### src/rtl/stopwatch_pkg.sv
//==============================================================================
// Module   : stopwatch_pkg
// Brief    : Mode encodings and default timing constants for stopwatch_ctrl.
// Revision : 1.0 - initial release
//==============================================================================
`default_nettype none

package stopwatch_pkg;

    localparam logic [1:0] ST_IDLE  = 2'b00;
    localparam logic [1:0] ST_RUN   = 2'b01;
    localparam logic [1:0] ST_LAP   = 2'b10;
    localparam logic [1:0] ST_PAUSE = 2'b11;

    localparam int DEF_DB_CYCLES   = 10000;
    localparam int DEF_LONG_CYCLES = 2000000;

endpackage

`default_nettype wire

### src/rtl/stopwatch_ctrl_debounce.sv
//==============================================================================
// Module   : btn_debounce
// Brief    : 2-flop synchroniser, stability counter, debounced level and a
//            one-cycle press pulse on the debounced rising edge.
// Revision : 1.0 - initial release
//==============================================================================
`default_nettype none

module btn_debounce #(
    parameter int DB_CYCLES = 10000,
    parameter int CNT_W     = 16
) (
    input  logic mclk,
    input  logic reset,
    input  logic btn_raw,
    output logic level,
    output logic press
);

    localparam logic [CNT_W-1:0] C_CNT_LAST = CNT_W'(DB_CYCLES - 1);

    logic             sync1_q, sync1_d;
    logic             sync2_q, sync2_d;
    logic             level_q, level_d;
    logic             level_dly_q, level_dly_d;
    logic             press_q, press_d;
    logic [CNT_W-1:0] cnt_q, cnt_d;

    always_comb begin
        sync1_d     = btn_raw;
        sync2_d     = sync1_q;
        level_d     = level_q;
        cnt_d       = '0;
        // Counter only advances on an uninterrupted run of differing samples
        if (sync2_q != level_q) begin
            if (cnt_q == C_CNT_LAST) begin
                level_d = ~level_q;
            end else begin
                cnt_d = cnt_q + 1'b1;
            end
        end
        level_dly_d = level_q;
        press_d     = level_q & ~level_dly_q;
    end

    always_ff @(posedge mclk) begin
        if (reset) begin
            sync1_q     <= 1'b0;
            sync2_q     <= 1'b0;
            level_q     <= 1'b0;
            level_dly_q <= 1'b0;
            press_q     <= 1'b0;
            cnt_q       <= '0;
        end else begin
            sync1_q     <= sync1_d;
            sync2_q     <= sync2_d;
            level_q     <= level_d;
            level_dly_q <= level_dly_d;
            press_q     <= press_d;
            cnt_q       <= cnt_d;
        end
    end

    assign level = level_q;
    assign press = press_q;

endmodule

`default_nettype wire

### src/rtl/stopwatch_ctrl.sv
//==============================================================================
// Module   : stopwatch_ctrl
// Brief    : Debounces start/stop and lap/clear buttons and runs the stopwatch
//            mode FSM. Optional macro STOPWATCH_LONG_CLEAR_EN adds long-press
//            clear on the lap/clear button.
// Revision : 1.0 - initial release
//==============================================================================
`default_nettype none

module stopwatch_ctrl
    import stopwatch_pkg::*;
#(
    parameter int DB_CYCLES   = DEF_DB_CYCLES,
    parameter int CNT_W       = 16,
    parameter int LONG_CYCLES = DEF_LONG_CYCLES
) (
    input  logic       mclk,
    input  logic       reset,
    input  logic       btn_ss,
    input  logic       btn_lc,
    output logic       run,
    output logic       clr,
    output logic       lap_hold,
    output logic [1:0] mode
);

    logic       ss_p, lc_p;
    logic       ss_level, lc_level;
    logic       unused_levels;
    logic [1:0] state_q, state_d;
    logic       run_q, run_d;
    logic       clr_q, clr_d;
    logic       lap_q, lap_d;

    btn_debounce #(.DB_CYCLES(DB_CYCLES), .CNT_W(CNT_W)) u_db_ss (
        .mclk    (mclk),
        .reset   (reset),
        .btn_raw (btn_ss),
        .level   (ss_level),
        .press   (ss_p)
    );

    btn_debounce #(.DB_CYCLES(DB_CYCLES), .CNT_W(CNT_W)) u_db_lc (
        .mclk    (mclk),
        .reset   (reset),
        .btn_raw (btn_lc),
        .level   (lc_level),
        .press   (lc_p)
    );

    assign unused_levels = ss_level ^ lc_level;

`ifdef STOPWATCH_LONG_CLEAR_EN
    localparam int LONG_W = $clog2(LONG_CYCLES + 1);
    localparam logic [LONG_W-1:0] C_LONG_FIRE = LONG_W'(LONG_CYCLES - 1);
    localparam logic [LONG_W-1:0] C_LONG_SAT  = LONG_W'(LONG_CYCLES);

    logic [LONG_W-1:0] long_cnt_q, long_cnt_d;
    logic              long_fire;

    // Saturating at LONG_CYCLES keeps the fire compare false for the rest of the hold
    always_comb begin
        long_cnt_d = '0;
        long_fire  = 1'b0;
        if (lc_level) begin
            long_cnt_d = long_cnt_q;
            if (long_cnt_q != C_LONG_SAT) begin
                long_cnt_d = long_cnt_q + 1'b1;
            end
            long_fire = (long_cnt_q == C_LONG_FIRE);
        end
    end

    always_ff @(posedge mclk) begin
        if (reset) begin
            long_cnt_q <= '0;
        end else begin
            long_cnt_q <= long_cnt_d;
        end
    end
`else
    localparam int LONG_CYCLES_UNUSED = LONG_CYCLES;
`endif

    always_comb begin
        state_d = state_q;
        clr_d   = 1'b0;
        if (ss_p) begin
            case (state_q)
                ST_IDLE:  state_d = ST_RUN;
                ST_RUN:   state_d = ST_PAUSE;
                ST_LAP:   state_d = ST_PAUSE;
                default:  state_d = ST_RUN;
            endcase
        end else if (lc_p) begin
            case (state_q)
                ST_IDLE:  clr_d   = 1'b1;
                ST_RUN:   state_d = ST_LAP;
                ST_LAP:   state_d = ST_RUN;
                default: begin
                    state_d = ST_IDLE;
                    clr_d   = 1'b1;
                end
            endcase
        end
`ifdef STOPWATCH_LONG_CLEAR_EN
        if (long_fire) begin
            state_d = ST_IDLE;
            clr_d   = 1'b1;
        end
`endif
        run_d = (state_d == ST_RUN) || (state_d == ST_LAP);
        lap_d = (state_d == ST_LAP);
    end

    always_ff @(posedge mclk) begin
        if (reset) begin
            state_q <= ST_IDLE;
            run_q   <= 1'b0;
            clr_q   <= 1'b0;
            lap_q   <= 1'b0;
        end else begin
            state_q <= state_d;
            run_q   <= run_d;
            clr_q   <= clr_d;
            lap_q   <= lap_d;
        end
    end

    assign mode     = state_q;
    assign run      = run_q;
    assign clr      = clr_q;
    assign lap_hold = lap_q;

endmodule

`default_nettype wire

### config.mk
export PLATFORM = sky130hd
export DESIGN_NAME = stopwatch_ctrl
export DESIGN_NICKNAME = d
export VERILOG_FILES = /design/src/rtl/stopwatch_pkg.sv /design/src/rtl/stopwatch_ctrl_debounce.sv /design/src/rtl/stopwatch_ctrl.sv
export SDC_FILE = /design/constraint.sdc
export NUM_CORES = 1
export LEC_CHECK = 0
export CORE_MARGIN = 2
export CORE_UTILIZATION = 61
export CTS_BUF_LIST = sky130_fd_sc_hd__clkbuf_2
export DETAILED_ROUTE_END_ITERATION = 6
export HOLD_SLACK_MARGIN = 0.12
export PLACE_DENSITY = 0.77
export REMOVE_ABC_BUFFERS = 1
export SYNTH_ARGS = -nofsm -noshare
export SYNTH_HDL_FRONTEND = slang
export SYNTH_SLANG_ARGS = --single-unit
### constraint.sdc
create_clock -name mclk -period 2.02 [get_ports mclk]
set_input_delay 0.404 -clock mclk [delete_from_list [all_inputs] [get_ports mclk]]
set_output_delay 0.404 -clock mclk [all_outputs]
set_load 0.01 [all_outputs]
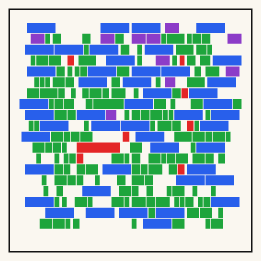
**Above:** run 1 (cells colored by class).
Scale: 4 px per µm.
Key: green = remaining logic cells [cells 153, share of their area 47%]; red = clock drivers and dummy loads [cells 8, share of their area 3.1%]; purple = remaining buffers and delay cells [cells 10, share of their area 4.6%]; blue = registers [cells 47, share of their area 46%]
Seq area share: 0.445
fin util: 0.699
Row Count: 20
cell area after layout: 0.00212 mm²
core area: 0.00303 mm²

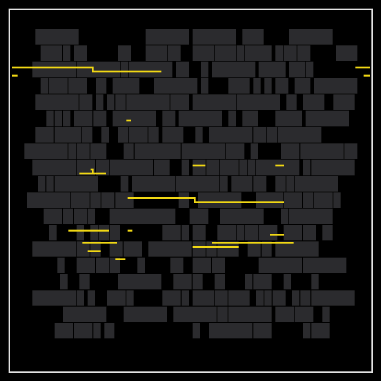
**Above:** run 1 (M3 wires).
Scale: 6 px per µm. Cells faint in the background.
11 nets have wire on it. The layer holds 3.1% of the routed length. The wires run mostly horizontal.
vias: 1419
GR Util met3: 0.0541
Post-Route WL: 3.30 mm

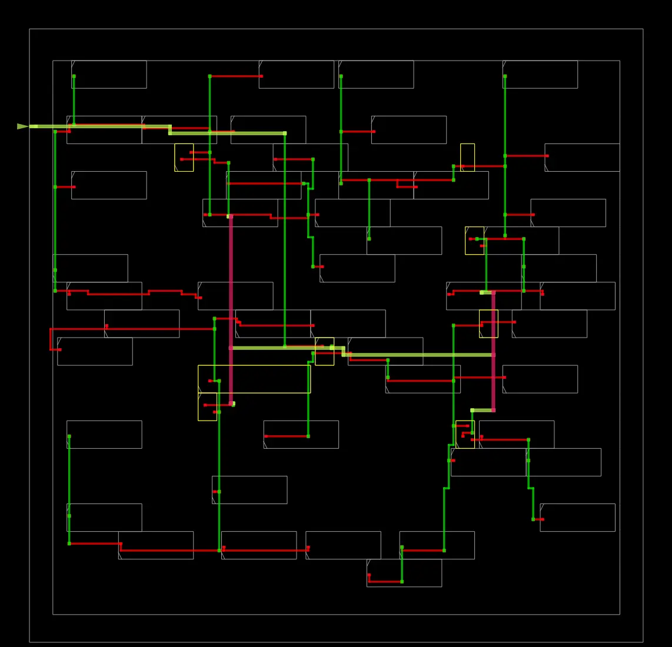
**Above:** run 1 (clock routing).
clkbuf count: 5
Setup Skew: 0.0137 ns
Clock Power: 494 µW
worst skew pair latency: 0.41 ns
Num Clock Sinks: 47

==> impl_metrics.ini, run 1 <==
; implementation run metrics
[clock_network]
htreeDepth = 2
tritoncts = yes
cts_resized = 0
ctsRootBufferMaster = clkbuf_2
path_clk_slew_ns = 0.21

[finish]
synthToLayoutAreaGrowth_pct = 9.66
drive_above_1_share = 0.0550

[synth]
async_flop_share = 0
syn_area_per_cell_um2 = 9.46
syn_inst = 204
synth_warnings = 0
numSynthFlops = 47
synth_seq_share = 0.488
ys_types = 30
top_area_frac = 0.488
yosys.area.top_type = dfxtp_1
flop_cell = dfxtp_1

[global_routing]
antenna_found_initial = 0
gr-usage-all-layers = 0.212
grt_max_degree = 16

[detailed_routing]
drt-initial-drc-count = 91
antenna_left = 0
drc = 0
drtPass1Iterations = 4
wl_per_cell_um = 12.6
viasPerCell = 5.42

[final_timing]
min_period_over_period = 0.890
setup_viol_count_final = 0
tightest_slew_ns = 0.514
slew_violations = 0

[critical_path]
worst-path-buf-inv = 1
end_kind = output pin
rrSetupSlack_ns = 0.34
critical_path.top_delay_family = buffers and inverters
worstPathRequired_ns = 1.62
arrival_ns = 1.39
critPathMaxFanout = 4
start_kind = register
cp_slowest_cell = clkdlybuf4s50_1
crit_chain = clkdlybuf4s50_1

[floorplan]
dieArea_mm2 = 0.00363
fp-utilization = 0.637

[placed_design]
place_ws_ns = 0.243
place_area_mm2 = 0.00205
dp_hpwl_mm = 2.36

[power]
powerDensity_mw_per_mm2 = 688
leakagePower_uw = 0.000701

[run]
warnings = 26
drv_cap = 0

[status]
status = completed
run 1: worst paths after layout:
kind	from	end	cells after the start
min reg2reg	u_db_lc.level_dly_q	u_db_lc.press	1
min	u_db_lc.level_dly_q	u_db_lc.press	1
max reg2reg	u_db_ss.cnt_q[0]	u_db_ss.cnt_q[15]	5
max	mode[1]	mode[1]	1
run 1: cells by family (layout without fill, tap and decap cells):
group,after synthesis,in the layout,share of synthesized area
AND/OR/NAND/NOR,105,105,0.285
flip-flops,47,47,0.488
AND-OR/OR-AND,6,6,0.0266
XOR/XNOR,29,29,0.132
adder cells (fa/ha/maj),5,5,0.0324
buffers and inverters,10,24,0.0259
multiplexers,2,2,0.0104
run 1: registers in the layout, indices dropped and copies added, names as in the netlist:
signal	flops
u_db_lc.cnt_q	16
run	1
u_db_lc.level_dly_q	1
mode	2
u_db_lc.sync2_q	1
u_db_ss.level_dly_q	1
u_db_ss.cnt_q	16
u_db_ss.sync1_q	1
clr	1
lap_hold	1
u_db_lc.sync1_q	1
u_db_lc.press	1
u_db_ss.press	1
u_db_lc.level	1
u_db_ss.sync2_q	1
u_db_ss.level	1
run 1: cell usage in the layout (no fill, tap or decap):
cell / Yosys / routed
o21ai_0: 1 / 1
a21oi_1: 2 / 2
mux2i_1: 2 / 2
xor2_1: 11 / 11
ha_1: 5 / 5
and4_1: 4 / 4
clkbuf_2: 0 / 5
nand3_1: 9 / 9
nor2b_1: 9 / 9
a211oi_1: 2 / 2
and3_1: 3 / 3
or3_1: 1 / 1
nand3b_1: 1 / 1
o31ai_4: 1 / 1
nand2b_1: 2 / 2
nand2_1: 8 / 8
nor4_1: 6 / 6
nand4_2: 1 / 1
nor3_1: 8 / 8
and2_1: 1 / 1
nand4_1: 9 / 9
clkinv_1: 0 / 1
nor2_1: 39 / 39
clkdlybuf4s50_1: 0 / 8
xnor2_1: 18 / 18
nor4bb_1: 3 / 3
clkinv_2: 0 / 1
dfxtp_1: 47 / 47
nand3_2: 1 / 1
inv_1: 6 / 6
bufinv_16: 0 / 1
buf_4: 1 / 2
run 1: layer usage:
metal | GRT usage | share of wire | vias up
met1 | 0.258 | 0.45 | 669
met3 | 0.0541 | 0.031 | 6
met2 | 0.346 | 0.51 | 27
met4 | 0.105 | 0.0088 | 0
li1 | - | - | 717
met5 | 0 | 0 | -
run 1: where the power goes:
group	internal (µW)	switching (µW)
Sequential	935	2.51
Combinational	12.0	12.5
Clock	203	291
run 1: through the flow:
step                cells  hold slack, ns  power, µW
floorplan             200           0.367        964
global placement      254           0.373        978
detailed placement    254           0.378        980
CTS                   262           0.403       1470
global route          262           0.413       1510
finish                262           0.398       1460
run 1: layout make-up:
class | count | area (µm²)
tap | 44 | 55.1
inverter | 6 | 22.5
clock inverter | 3 | 38.8
clock buffer | 5 | 25.0
sequential | 47 | 941
fill | 233 | 912
timing repair buffer | 10 | 95.1
multi-input combinational | 147 | 938
==> inputs of run 2 (changes only) <==
--- a/config.mk
+++ b/config.mk
@@ -5,7 +5,7 @@
 export SDC_FILE = /design/constraint.sdc
 export NUM_CORES = 1
 export LEC_CHECK = 0
-export CORE_MARGIN = 2
+export CORE_ASPECT_RATIO = 0.8
 export CORE_UTILIZATION = 61
 export CTS_BUF_LIST = sky130_fd_sc_hd__clkbuf_2
 export DETAILED_ROUTE_END_ITERATION = 6
==> impl_metrics.ini, run 2 <==
; implementation run metrics
[clock_network]
cts_sinks = 47
path_clk_slew_ns = 0.21
insertion_delay_ns = 0.41
cts_resized = 0
ctsRootBufferMaster = clkbuf_2

[global_routing]
antenna_found_initial = 0
grt_max_degree = 16

[floorplan]
fp-utilization = 0.672
core_mm2 = 0.00287

[finish]
synthToLayoutAreaGrowth_pct = 9.27
lay_top_cells = dfxtp_1, nor2_1, xnor2_1, xor2_1
drive_above_1_share = 0.0550
layout_top_cell = dfxtp_1

[placed_design]
dp_hpwl_mm = 2.39

[run]
warnings = 26
drv_cap = 0

[synth]
top_area_frac = 0.488
ys_types = 30
async_flop_share = 0
ys_sh_aoi = 0.0266
yosys.area_share.xor_xnor = 0.132
syn_inst = 204

[power]
powerDensity_mw_per_mm2 = 688
p_sw_frac = 0.207
combPwrFrac = 0.017
finalPower_uw = 1450
p_sw_uw = 299
leakagePower_uw = 0.000701

[critical_path]
start_kind = register
critical_path.top_delay_family = buffers and inverters
worstPathRequired_ns = 1.62
arrival_ns = 1.37
cp_num_cells = 1

[final_timing]
final.hold.worst_slack_ns = 0.398
tightest_slew_ns = 0.482
slew_violations = 0

[detailed_routing]
viasPerCell = 5.52
drtPass1Iterations = 4
drt-initial-drc-count = 125
drc = 0

[status]
status = completed
run 2: worst paths after layout:
path / start / end
max: mode[1] / mode[1]
min: u_db_lc.level_dly_q / u_db_lc.press
max reg2reg: u_db_ss.cnt_q[0] / u_db_ss.cnt_q[7]
min reg2reg: u_db_lc.level_dly_q / u_db_lc.press
run 2: logic make-up after synthesis:
logic type / count (synthesis)
fa+ha+maj: 5
mux: 2
compound gates: 6
simple gates: 105
flops: 47
buf+inv: 10
xor+xnor: 29
run 2: metrics by stage:
stage / cell area [µm²] / instances / setup slack [ns]
global placement: 2040 / 248 / 0.328
floorplan: 1900 / 200 / 0.569
finish: 2110 / 256 / 0.242
detailed placement: 2040 / 248 / 0.233
CTS: 2110 / 256 / 0.203
global route: 2110 / 256 / 0.0632
run 2: final cells by class:
| type | count | area (µm²) | area share |
|---|---|---|---|
| Sequential cell | 47 | 941 | 0.446 |
| Timing Repair Buffer | 10 | 95.1 | 0.0451 |
| Inverter | 6 | 22.5 | 0.0107 |
| Clock inverter | 3 | 38.8 | 0.0184 |
| Multi-Input combinational cell | 147 | 938 | 0.445 |
| Clock buffer | 5 | 25.0 | 0.0119 |
| Tap cell | 38 | 47.5 | 0.0226 |
run 2: routing by layer:
metal | global-route usage | routed length [µm]
met1 | 0.307 | 1650
met2 | 0.354 | 1460
met3 | 0.0630 | 118
met4 | 0.0963 | 29
met5 | 0 | 0
run 2: power by group through the flow:
stage	Combinational [µW]	Sequential, µW	Clock, µW
floorplan	10.2	954	0
global placement	23.7	955	0
detailed placement	24.7	955	0
CTS	24.7	937	499
global route	27.5	938	534
finish	24.5	937	488
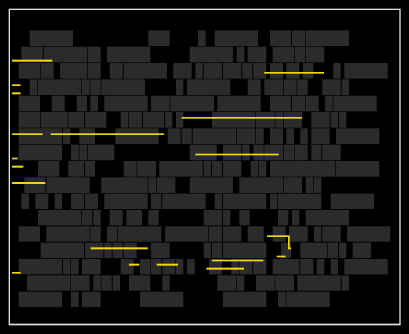
**Above:** run 2 (M3 wires).
Scale: 6 px per µm. Cells faint in the background.
16 nets have wire on it. The wires run mostly horizontal.
Post-Route WL: 3.26 mm
GR Util met3: 0.0630
vias: 1413

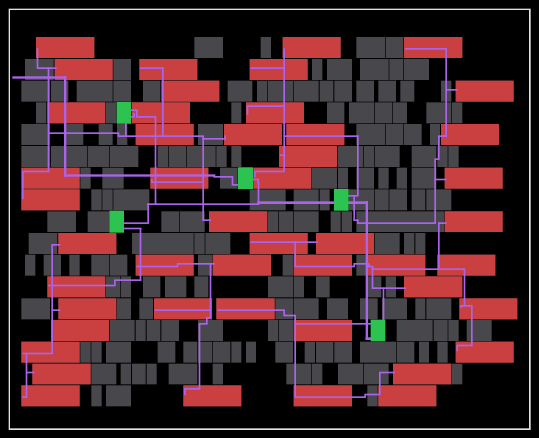
**Above:** run 2 (clock network drawn from the DEF).
Scale: 8 px per µm.
Key: green = clock-net drivers [count 5]; purple = clock wires [length 486 µm]; red = flip-flops [count 47]
There are 6 routed clock nets.
Setup Skew: 0.0235 ns
Clk network pwr share: 0.337
Clock Power: 488 µW

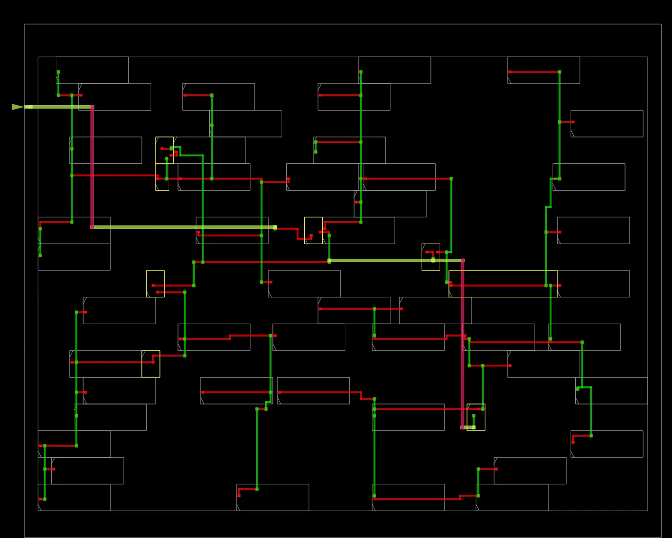
**Above:** run 2 (clock routing).
TritonCTS Buffers: 5
Flop Count: 47

==> inputs of run 3 (changes only) <==
--- a/config.mk
+++ b/config.mk
@@ -6,6 +6,7 @@
 export NUM_CORES = 1
 export LEC_CHECK = 0
 export CORE_ASPECT_RATIO = 0.8
+export CORE_MARGIN = 2
 export CORE_UTILIZATION = 61
 export CTS_BUF_LIST = sky130_fd_sc_hd__clkbuf_2
 export DETAILED_ROUTE_END_ITERATION = 6
==> impl_metrics.ini, run 3 <==
; implementation run metrics
[run]
warnings = 26

[detailed_routing]
wl_per_cell_um = 12.2
drc = 0
antenna_left = 0
viasPerCell = 5.38

[clock_network]
tritoncts = yes
ctsRootBufferMaster = clkbuf_2
cts_resized = 0
htreeDepth = 2

[finish]
drive_above_1_share = 0.0505
synthToLayoutAreaGrowth_pct = 8.04
layout_top_cell = dfxtp_1
final_core_util = 0.681

[critical_path]
critical_path.top_delay_family = buffers and inverters
cp_slowest_cell = clkdlybuf4s50_1
worstPathRequired_ns = 1.62

[power]
p_sw_uw = 291
p_sw_frac = 0.220
combPwrFrac = 0.018
intPower_uw = 1030

[final_timing]
tightest_slew_ns = 0.476
min_period_over_period = 0.869

[synth]
synth_warnings = 0
syn_area_per_cell_um2 = 9.46
ys_types = 30
syn_inst = 204
yosys.area.top_type = dfxtp_1
flop_cell = dfxtp_1
async_flop_share = 0

[global_routing]
use_met2 = 0.315

[status]
status = completed

[placed_design]
place_area_mm2 = 0.00205
-- run 3: cell counts after synthesis --
Identical to the previous run, type by type.
-- run 3: cell families (layout without fill, tap and decap cells) --
| kind of cell | after synthesis | after routing | share of synthesized area |
|---|---|---|---|
| xor gates and xnor gates | 29 | 29 | 0.132 |
| and+or+nand+nor | 105 | 105 | 0.285 |
| DFF | 47 | 47 | 0.488 |
| adders and majority gates | 5 | 5 | 0.0324 |
| buffers and inverters | 10 | 24 | 0.0259 |
| muxes | 2 | 2 | 0.0104 |
| AOI/OAI and AO/OA | 6 | 6 | 0.0266 |
-- run 3: layout make-up --
cell class                 count  area (µm²)  share of cell area
clock buffer                   6        30.0              0.0144
clock inverter                 2        7.51             0.00360
inverter                       6        22.5              0.0108
multi-input combinational    147         938               0.450
sequential                    47         941               0.451
tap                           40        50.0              0.0240
timing repair buffer          10        95.1              0.0456
-- run 3: stage by stage --
stage / std cells / worst slack [ns] / total power, µW
final: 258 / 0.264 / 1320
after global routing: 258 / 0.173 / 1370
after CTS: 258 / 0.252 / 1330
after detailed placement: 250 / 0.264 / 979
after global placement: 250 / 0.336 / 978
after floorplan: 200 / 0.569 / 964
-- run 3: per-layer routing --
layer / up-vias / part of all wire
met5: - / 0
met4: 0 / 0
met3: 0 / 0.038
met2: 18 / 0.46
met1: 651 / 0.50
li1: 720 / -
-- run 3: power groups by stage --
stage / logic [µW] / registers [µW] / clock network (µW)
2_1_floorplan: 10.2 / 954 / 0
3_3_place_gp: 23.5 / 954 / 0
3_5_place_dp: 24.3 / 955 / 0
4_1_cts: 24.4 / 937 / 368
5_1_grt: 26.6 / 938 / 406
6_report: 24.1 / 937 / 360
-- run 3: final timing paths --
| path | endpoint | cells after the start | start | slack [ns] |
|---|---|---|---|---|
| max | mode[1] | 1 | mode[1] | 0.26 |
| min | u_db_ss.press | 1 | u_db_ss.level_dly_q | 0.41 |
| max reg2reg | u_db_ss.cnt_q[14] | 5 | u_db_ss.cnt_q[0] | 0.34 |
| min reg2reg | u_db_ss.press | 1 | u_db_ss.level_dly_q | 0.41 |
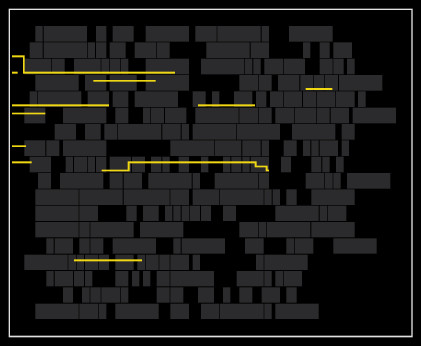
**Above:** run 3 (M3 wires).
Scale: 6 px per µm. Cells faint in the background.
The layer carries 121 µm of wire. The layer holds 3.9% of the routed length. The longest straight run is 25.1 µm. 10 nets have wire on it.
Post-Route WL: 3.15 mm
vias: 1389
GR Util met3: 0.0535

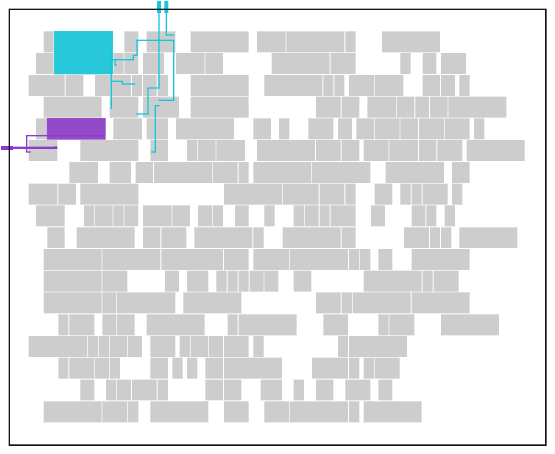
**Above:** run 3 (I/O nets highlighted).
Scale: 8 px per µm.
Key: purple = `run` [bits 1, direction output, end cells 1, wire 17.6 µm]; cyan = `mode` [bits 2, direction output, end cells 2, wire 57.1 µm]
port buffer count: 8
I/O pins: 9

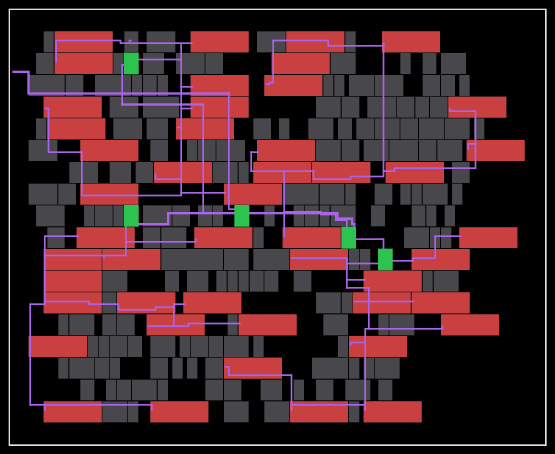
**Above:** run 3 (clock network drawn from the DEF).
Scale: 8 px per µm.
Key: red = flip-flops [count 47]; green = clock-net drivers [count 5]; purple = clock wires [length 498 µm]
Position of the flops: spread over the die. There are 6 routed clock nets.
Clock Power: 360 µW
Clk network pwr share: 0.273
worst skew pair latency: 0.39 ns
Setup Skew: 0.0112 ns

Power figures rest on the tool's default switching activity, not on a simulated workload.
